Run 1, track usage over the die:
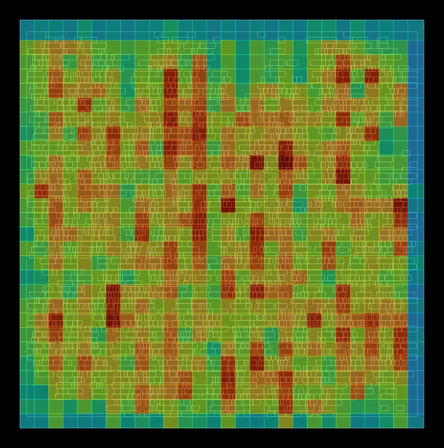
Run 1, placement by cell class:
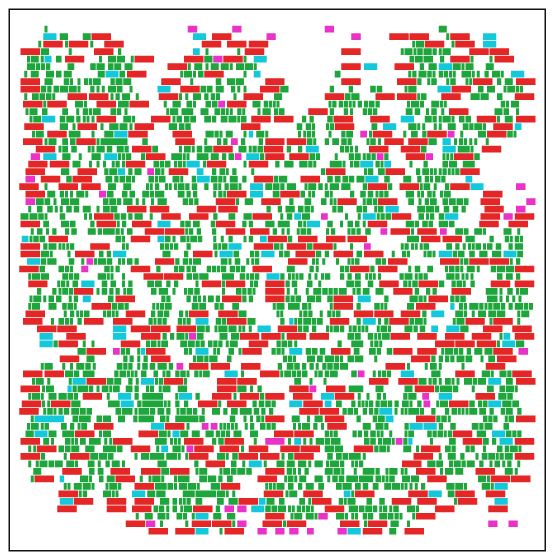
Run 1, wire density map:
Scale bar: 50 um. The die is cut into 39 by 39 equal tiles; dark blue is low, red is high, scaled to the fullest tile. Values are wire area over tile area, all layers added.
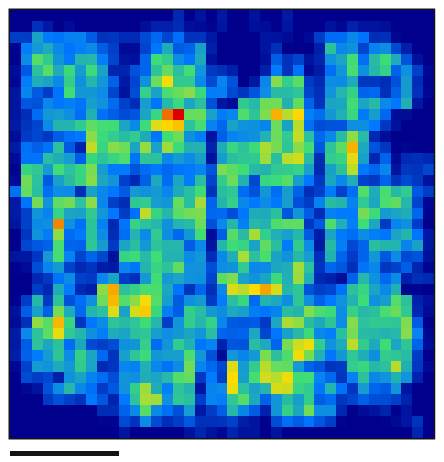
Run 1, sequential cells grouped by signal name:
Scale bar: 50 um. Other sequential cells in the stronger gray, the rest of the logic in the fainter gray.
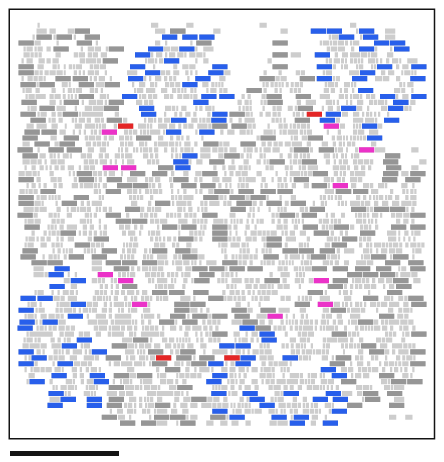
==> config.mk <==
export PLATFORM = sky130hd
export DESIGN_NAME = key_conditioner
export DESIGN_NICKNAME = d
export VERILOG_FILES = /design/src/rtl/key_conditioner.sv
export SDC_FILE = /design/constraint.sdc
export NUM_CORES = 1
export LEC_CHECK = 0
export CAP_MARGIN = 20
export CORE_AREA = 3 3 191 193
export CTS_BUF_LIST = sky130_fd_sc_hd__clkbuf_4 sky130_fd_sc_hd__clkbuf_8
export DETAILED_ROUTE_END_ITERATION = 7
export DIE_AREA = 0 0 194 196
export PLACE_DENSITY_LB_ADDON = 0.2
export SLEW_MARGIN = 20
export SYNTH_ARGS = -nofsm -noshare
export SYNTH_HDL_FRONTEND = slang
export SYNTH_SLANG_ARGS = --single-unit
==> constraint.sdc <==
create_clock -name clk -period 3.5 [get_ports clk]
set_input_delay 1.05 -clock clk [delete_from_list [all_inputs] [get_ports clk]]
set_output_delay 1.05 -clock clk [all_outputs]
set_load 0.005 [all_outputs]
==> run_results.csv, run 1 <==
group,metric,value,unit
logic_synthesis,synth_cells,2430,
floorplanning,ios,27,
sta,fin_crit_sh,84.7,%
drt,postRouteAntennaNets,0,
status,status,"completed",
global_routing,grt_pass1_wl,75200,um
min_path,hold_class,"reg -> reg",
power,max-vdd-ir-drop,294,uV
cts,root_buffer,"clkbuf_8",
logic_synthesis,ys_area,0.0194,sq mm
cts,clk_path_buf_depth,3,
final_layout,drive_gt1_share,7.92,%
critical_path,start_kind,"flip-flop",
min_path,hold_depth,1,
power,p_leak,6.81,nW
critical_path,cp_num_buf_inv,0,
power,p_per_area,413,mW/mm^2
drt,dr.first_iter.drc_count,1051,
sta,rsz0062_at_grt,"false",
cts,tritoncts,"done",
logic_synthesis,top_area_cell,"dfxtp_1",
drt,viasPerCell,5.87,
cts,post-cts-setup-buffer-count,0,
floorplanning,dieArea,0.0380,sq mm
logic_synthesis,postSynthAreaPerCell,7.98,sq um
logic_synthesis,syn_nets,2452,
logic_synthesis,xor_area_share,8.72,%
critical_path,worstRegToRegCells,7,
sta,setup_tns,0,ps
floorplanning,die_w,194,um
cts,path_clk_slew,60,ps
logic_synthesis,synth-async-reset-ratio,0,%
run,warnings,30,
cts,cts_buffers,67,
critical_path,arrival,3450,ps
logic_synthesis,yosys-mux-area-fraction,0.265,%
run,drv_cap,0,
sta,relSlewSlack,44.9,%
sta,tightest_slew,827,ps
global_routing,grt_pass1_vias,16204,
critical_path,reg2reg_setup_slack,540,ps
logic_synthesis,logic_family,"simple AND/OR/NAND/NOR gates",
logic_synthesis,ys_seq_share,39.3,%
logic_synthesis,flop_cell,"dfxtp_1",
logic_synthesis,area_leaders,"dfxtp_1 39%, nor2_1 7.2%, xnor2_1 5.2%",
global_routing,grt_overflow,0,
cts,htreeDepth,3,
drt,firstDrtPassIters,5,
critical_path,critPathTopFamily,"simple AND/OR/NAND/NOR gates",
final_layout,layout_top_cell,"dfxtp_1",
place,gp_congestion,0.871,
floorplanning,core,0.0347,sq mm
critical_path,crit_required,3990,ps
place,hpwlAfterDp,29200,um
logic_synthesis,yosys.cell_types.count,92,
logic_synthesis,synth.cellmix.simpleShare,33.3,%
cts,cts.sinks,381,
global_routing,grt_max_degree,38,
final_layout,nets,2451,
logic_synthesis,yosys.area_share.aoi,13.1,%
drt,drc,0,
critical_path,path_depth,7,
critical_path,cp_max_fo,13,
sta,fmax,337,MHz
critical_path,crit_path_max_incr_delay,550,ps
logic_synthesis,edf_count,0,
critical_path,cp-end-kind,"flip-flop",
logic_synthesis,ys.flops,381,
logic_synthesis,yosysMostFrequentCell,"dfxtp_1",
final_layout,lay_top_cells,"381 x dfxtp_1, 370 x nor2_1, 228 x nand2_1, 140 x nand3_1, 116 x xnor2_1",
sta,drv_slew,0,
final_layout,syn_to_final_growth,9.46,%
floorplanning,die_y,196,um
logic_synthesis,common_cells,"381 x dfxtp_1, 370 x nor2_1, 228 x nand2_1",
cts,cts_resized,0,
sta,setup_viol,0,
logic_synthesis,synth_warnings,0,
logic_synthesis,top_cell_area_share,39.3,%
floorplanning,initCoreUtil,55.9,%
final_layout,fillCellCount,3128,
logic_synthesis,ys_cells,2430,
global_routing,antenna_found_initial,0,
logic_synthesis,synthAdderAreaFrac,1.03,%
sta,fin_skew,27.8,ps
final_layout,antenna_cells,0,
logic_synthesis,syn-cell-area,0.0194,sq mm
place,io_buffers,26,
critical_path,path_cells,"ha_1, nand3_1, or4_1, or3_1, o211ai_2, o22ai_1, a22o_1",
sta,hold_viol,0,
cts,clk_latency,620,ps
critical_path,critical_path_class,"reg -> reg",
sta,fin_crit,2960,ps
cts,holdBufCountCts,0,
critical_path,cp_slowest_cell,"o211ai_2",
About 'track usage over the die':
met2 GRT Util: 37.8%
gr busiest metal: met2

About 'placement by cell class':
class	color	cells	share of their area
other buffers and delay cells	magenta	53	2.3%
flip-flops	red	381	37%
clock drivers and dummy loads	cyan	114	6.7%
all other logic	green	1926	54%
design area: 0.0212 sq mm
Final Util: 61.1%
num rows: 68
sequential share of cell area: 35.9%

About 'wire density map':
emptiest ninth of the die	top right
densest ninth of the die	middle
mean over tiles	0.18
nearly empty tiles	13%
fullest tile	0.68
DR WL/cell: 15.0 um
routed vias: 17200
final wirelength: 43900 um
GRT Overall Usage: 22.5%

About 'sequential cells grouped by signal name':
netlist name	color	placed flops
sync_b	red	4
g_key.db_cnt	blue	112
g_key.state	magenta	12
not colored	253
Seq group: 0.00437 W
register area: 0.00763 sq mm

run 1: report_power, final:
part | leakage [nW] | total, W | switching (W) | internal, W
Sequential | 3.07 | 0.00437 | 0.0000183 | 0.00435
Combinational | 3.01 | 0.000180 | 0.000126 | 0.0000532
Clock | 0.731 | 0.00422 | 0.00182 | 0.00240
run 1: routing by layer:
metal | routed length, um | global-route usage, % | part of all wire [%] | vias up
li1 | - | - | - | 8692
met1 | 20500 | 29.3 | 47 | 8084
met2 | 20600 | 37.8 | 47 | 339
met3 | 1720 | 3.93 | 3.9 | 85
met4 | 1110 | 7.79 | 2.5 | 0
met5 | 0 | 0 | 0 | -
run 1: layout make-up:
class | instances | area, sq um | area share [%]
sequential | 381 | 7630 | 35.9
timing repair buffer | 53 | 473 | 2.23
multi-input combinational | 1871 | 11000 | 51.7
tap | 455 | 569 | 2.68
inverter | 55 | 206 | 0.973
clock inverter | 14 | 114 | 0.536
clock buffer | 100 | 1270 | 5.98
run 1: per-stage QoR:
stage | hold WS, ps | power, W | setup slack, ps | area (sq um) | instances
global placement | 400 | 0.00464 | 632 | 19800 | 2815
detailed placement | 395 | 0.00464 | 538 | 19800 | 2815
finish | 393 | 0.00876 | 537 | 21200 | 2929
CTS | 399 | 0.00889 | 538 | 21200 | 2929
global route | 432 | 0.00910 | 289 | 21200 | 2929
floorplan | 386 | 0.00458 | 1000 | 19400 | 2430
run 1: cell families after synthesis:
| family | after synthesis |
|---|---|
| simple gates | 1246 |
| xor+xnor | 193 |
| fa+ha+maj | 16 |
| mux | 5 |
| buf+inv | 178 |
| compound gates | 411 |
| flops | 381 |
## Run 2: what changed since run 1
==> constraint.sdc (replaced) <==
create_clock -name clk -period 2.6 [get_ports clk]
set_input_delay 0.78 -clock clk [delete_from_list [all_inputs] [get_ports clk]]
set_output_delay 0.78 -clock clk [all_outputs]
set_load 0.005 [all_outputs]
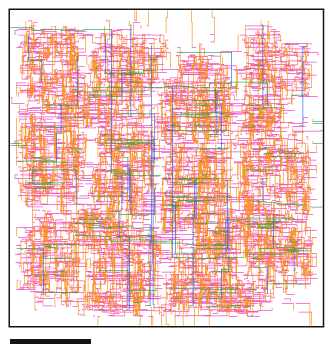
Run 2: signal wires by layer
Scale bar: 50 um.
layer	color	wire length
met2	orange	21.4 mm
met4	blue	1460 um
met1	magenta	20.9 mm
met3	green	2350 um
routed vias: 17793
final wirelength: 46100 um
GRT Overall Usage: 23.7%
DR WL/cell: 15.3 um

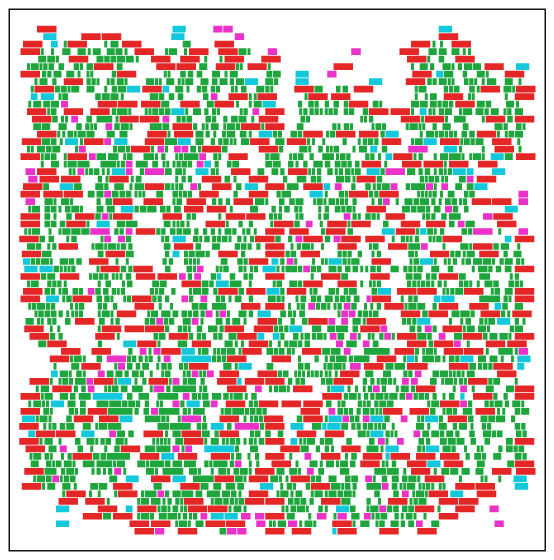
Run 2: placement by cell class
class	color	cells	share of their area
all other logic	green	1926	52%
other buffers and delay cells	magenta	146	5.8%
clock drivers and dummy loads	cyan	117	6.7%
flip-flops	red	381	35%
core area: 0.0347 sq mm
sequential share of cell area: 34.3%

==> run_results.csv, run 2 <==
group,metric,value,unit
drt,postRouteAntennaNets,0,
final_layout,lay_top_cells,"380 x dfxtp_1, 370 x nor2_1, 227 x nand2_1, 139 x nand3_1, 116 x xnor2_1",
critical_path,cp_num_buf_inv,0,
logic_synthesis,synth.cellmix.simpleShare,33.3,%
min_path,hold_depth,1,
sta,setup_viol,0,
sta,drv_slew,0,
sta,fin_hold_ws,418,ps
min_path,hold_class,"reg -> reg",
sta,tightest_slew,750,ps
place,place_area,0.0205,sq mm
power,netSwitchingFraction,22.1,%
run,drv_cap,0,
logic_synthesis,common_cells,"381 x dfxtp_1, 370 x nor2_1, 228 x nand2_1",
sta,hold_viol,0,
critical_path,critical_path_class,"reg -> reg",
power,p_per_area,545,mW/mm^2
global_routing,top_usage_layer,"met2",
logic_synthesis,synth_cells,2430,
logic_synthesis,synthAdderAreaFrac,1.03,%
logic_synthesis,ys_seq_share,39.3,%
cts,root_buffer,"clkbuf_8",
power,total_power,0.0121,W
critical_path,worstRegToRegCells,7,
critical_path,cp_slowest_cell,"or4b_1",
sta,fin_crit,2490,ps
drt,viasPerCell,5.88,
power,cellInternalPower,0.00946,W
floorplanning,die_y,196,um
drt,drc,0,
sta,fin_skew,26.9,ps
cts,path_clk_slew,60,ps
power,clkPwrFrac,49.3,%
logic_synthesis,yosys-mux-area-fraction,0.265,%
logic_synthesis,synth-async-reset-ratio,0,%
sta,fin_crit_sh,95.9,%
critical_path,cp_max_fo,6,
floorplanning,rows,68,
logic_synthesis,ys_cells,2430,
final_layout,fin_area,0.0223,sq mm
critical_path,crit_path_max_incr_delay,550,ps
sta,rsz0062_at_grt,"true",
place,io_buffers,26,
final_layout,layout_top_cell,"dfxtp_1",
logic_synthesis,postSynthAreaPerCell,7.98,sq um
drt,dr.first_iter.drc_count,1020,
logic_synthesis,ys_area,0.0194,sq mm
logic_synthesis,syn-cell-area,0.0194,sq mm
drt,firstDrtPassIters,5,
final_layout,drive_gt1_share,12.3,%
sta,fmax,401,MHz
logic_synthesis,edf_count,0,
critical_path,arrival,3000,ps
cts,htreeDepth,3,
critical_path,crit_required,3100,ps
critical_path,reg2reg_setup_slack,110,ps
sta,relSlewSlack,49.6,%
cts,clk_latency,620,ps
run,warnings,31,
critical_path,path_depth,7,
global_routing,grt_overflow,0,
final_layout,syn_to_final_growth,14.8,%
sta,setup_tns,0,ps
floorplanning,die_w,194,um
place,gp_congestion,0.854,
floorplanning,ios,27,
cts,cts.sinks,381,
cts,holdBufCountCts,0,
logic_synthesis,area_leaders,"dfxtp_1 39%, nor2_1 7.2%, xnor2_1 5.2%",
logic_synthesis,top_area_cell,"dfxtp_1",
cts,clk_path_buf_depth,3,
critical_path,critPathTopFamily,"simple AND/OR/NAND/NOR gates",
final_layout,antenna_cells,0,
power,combPwrFrac,2.3,%
logic_synthesis,yosysMostFrequentCell,"dfxtp_1",
final_layout,nets,2545,
critical_path,start_kind,"flip-flop",
logic_synthesis,logic_family,"simple AND/OR/NAND/NOR gates",
power,p_sw,0.00268,W
logic_synthesis,flop_cell,"dfxtp_1",
place,hpwlAfterDp,31000,um
floorplanning,dieArea,0.0380,sq mm
cts,tritoncts,"done",
global_routing,grt_pass1_vias,16736,
logic_synthesis,xor_area_share,8.72,%
global_routing,grt_pass1_wl,79000,um
global_routing,antenna_found_initial,0,
logic_synthesis,ys.flops,381,
logic_synthesis,yosys.cell_types.count,92,
logic_synthesis,yosys.area_share.aoi,13.1,%
status,status,"completed",
logic_synthesis,synth_warnings,0,
power,p_seq_share,48.4,%
global_routing,grt_max_degree,34,
logic_synthesis,syn_nets,2452,
floorplanning,initCoreUtil,55.9,%
critical_path,path_cells,"nor4_1, nand4_1, o31a_1, a21o_1, or4b_1, xor2_1, nor2_1",
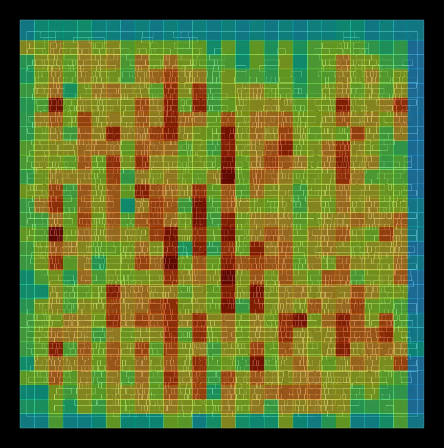
Run 2: track usage over the die
met2 GRT Util: 38.7%
met1 Use GR: 31.5%
Final Util: 64.1%
met3 Use GR: 4.04%

## run 2: cell types whose count changed in the layout (fill, tap and decap cells not counted), sizes merged
cell      change
buf          +92
bufinv        +2
clkbuf        +8
clkinv        -1
clkinvlp      -2
inv           -3
## run 2: stage by stage
stage | std cells | utilization [%] | worst slack, ps
3_5_place_dp | 2895 | 59.1 | 2.86
3_3_place_gp | 2895 | 59.1 | 106
4_1_cts | 3012 | 63.3 | 3.37
2_1_floorplan | 2430 | - | 103
6_report | 3025 | 64.1 | 107
5_1_grt | 3025 | 64.1 | -19.0
## run 2: worst register-to-register path, cell delays in order, from the launching register on
cell,delay [ps]
dfxtp_1,350
nor4_1,380
nand4_1,320
o31a_1,360
a21o_1,230
or4b_1,550
xor2_1,150
nor2_1,50
## run 2: routing by layer
metal,up-vias,share of wire (%)
met5,-,0
met4,0,3.2
met3,109,5.1
met2,447,46
met1,8357,45
li1,8880,-
## run 2: area by class of cell
type,count,area (sq um),share of cell area [%]
clock inverters,10,128,0.573
inverters,55,206,0.927
well taps,455,569,2.56
flip-flops and latches,381,7630,34.3
repair buffers,146,1270,5.70
clock buffers,107,1320,5.94
multi-input cells,1871,11100,50.0
## run 2: what timing repair did
item | in CTS | in global routing
buffers inserted | 0 | 11
cloned | 0 | 2
endpoints found under the setup margin | 2 | 70
resized | 2 | 32
pin swaps | 0 | 14
## run 2: power by group through the flow
stage	combinational [W]	sequential [W]	clock, W
floorplan	0.000172	0.00599	0
global placement	0.000272	0.00600	0
detailed placement	0.000276	0.00600	0
CTS	0.000278	0.00587	0.00613
global route	0.000313	0.00587	0.00639
finish	0.000282	0.00587	0.00598
Power and IR drop assume default switching activity.
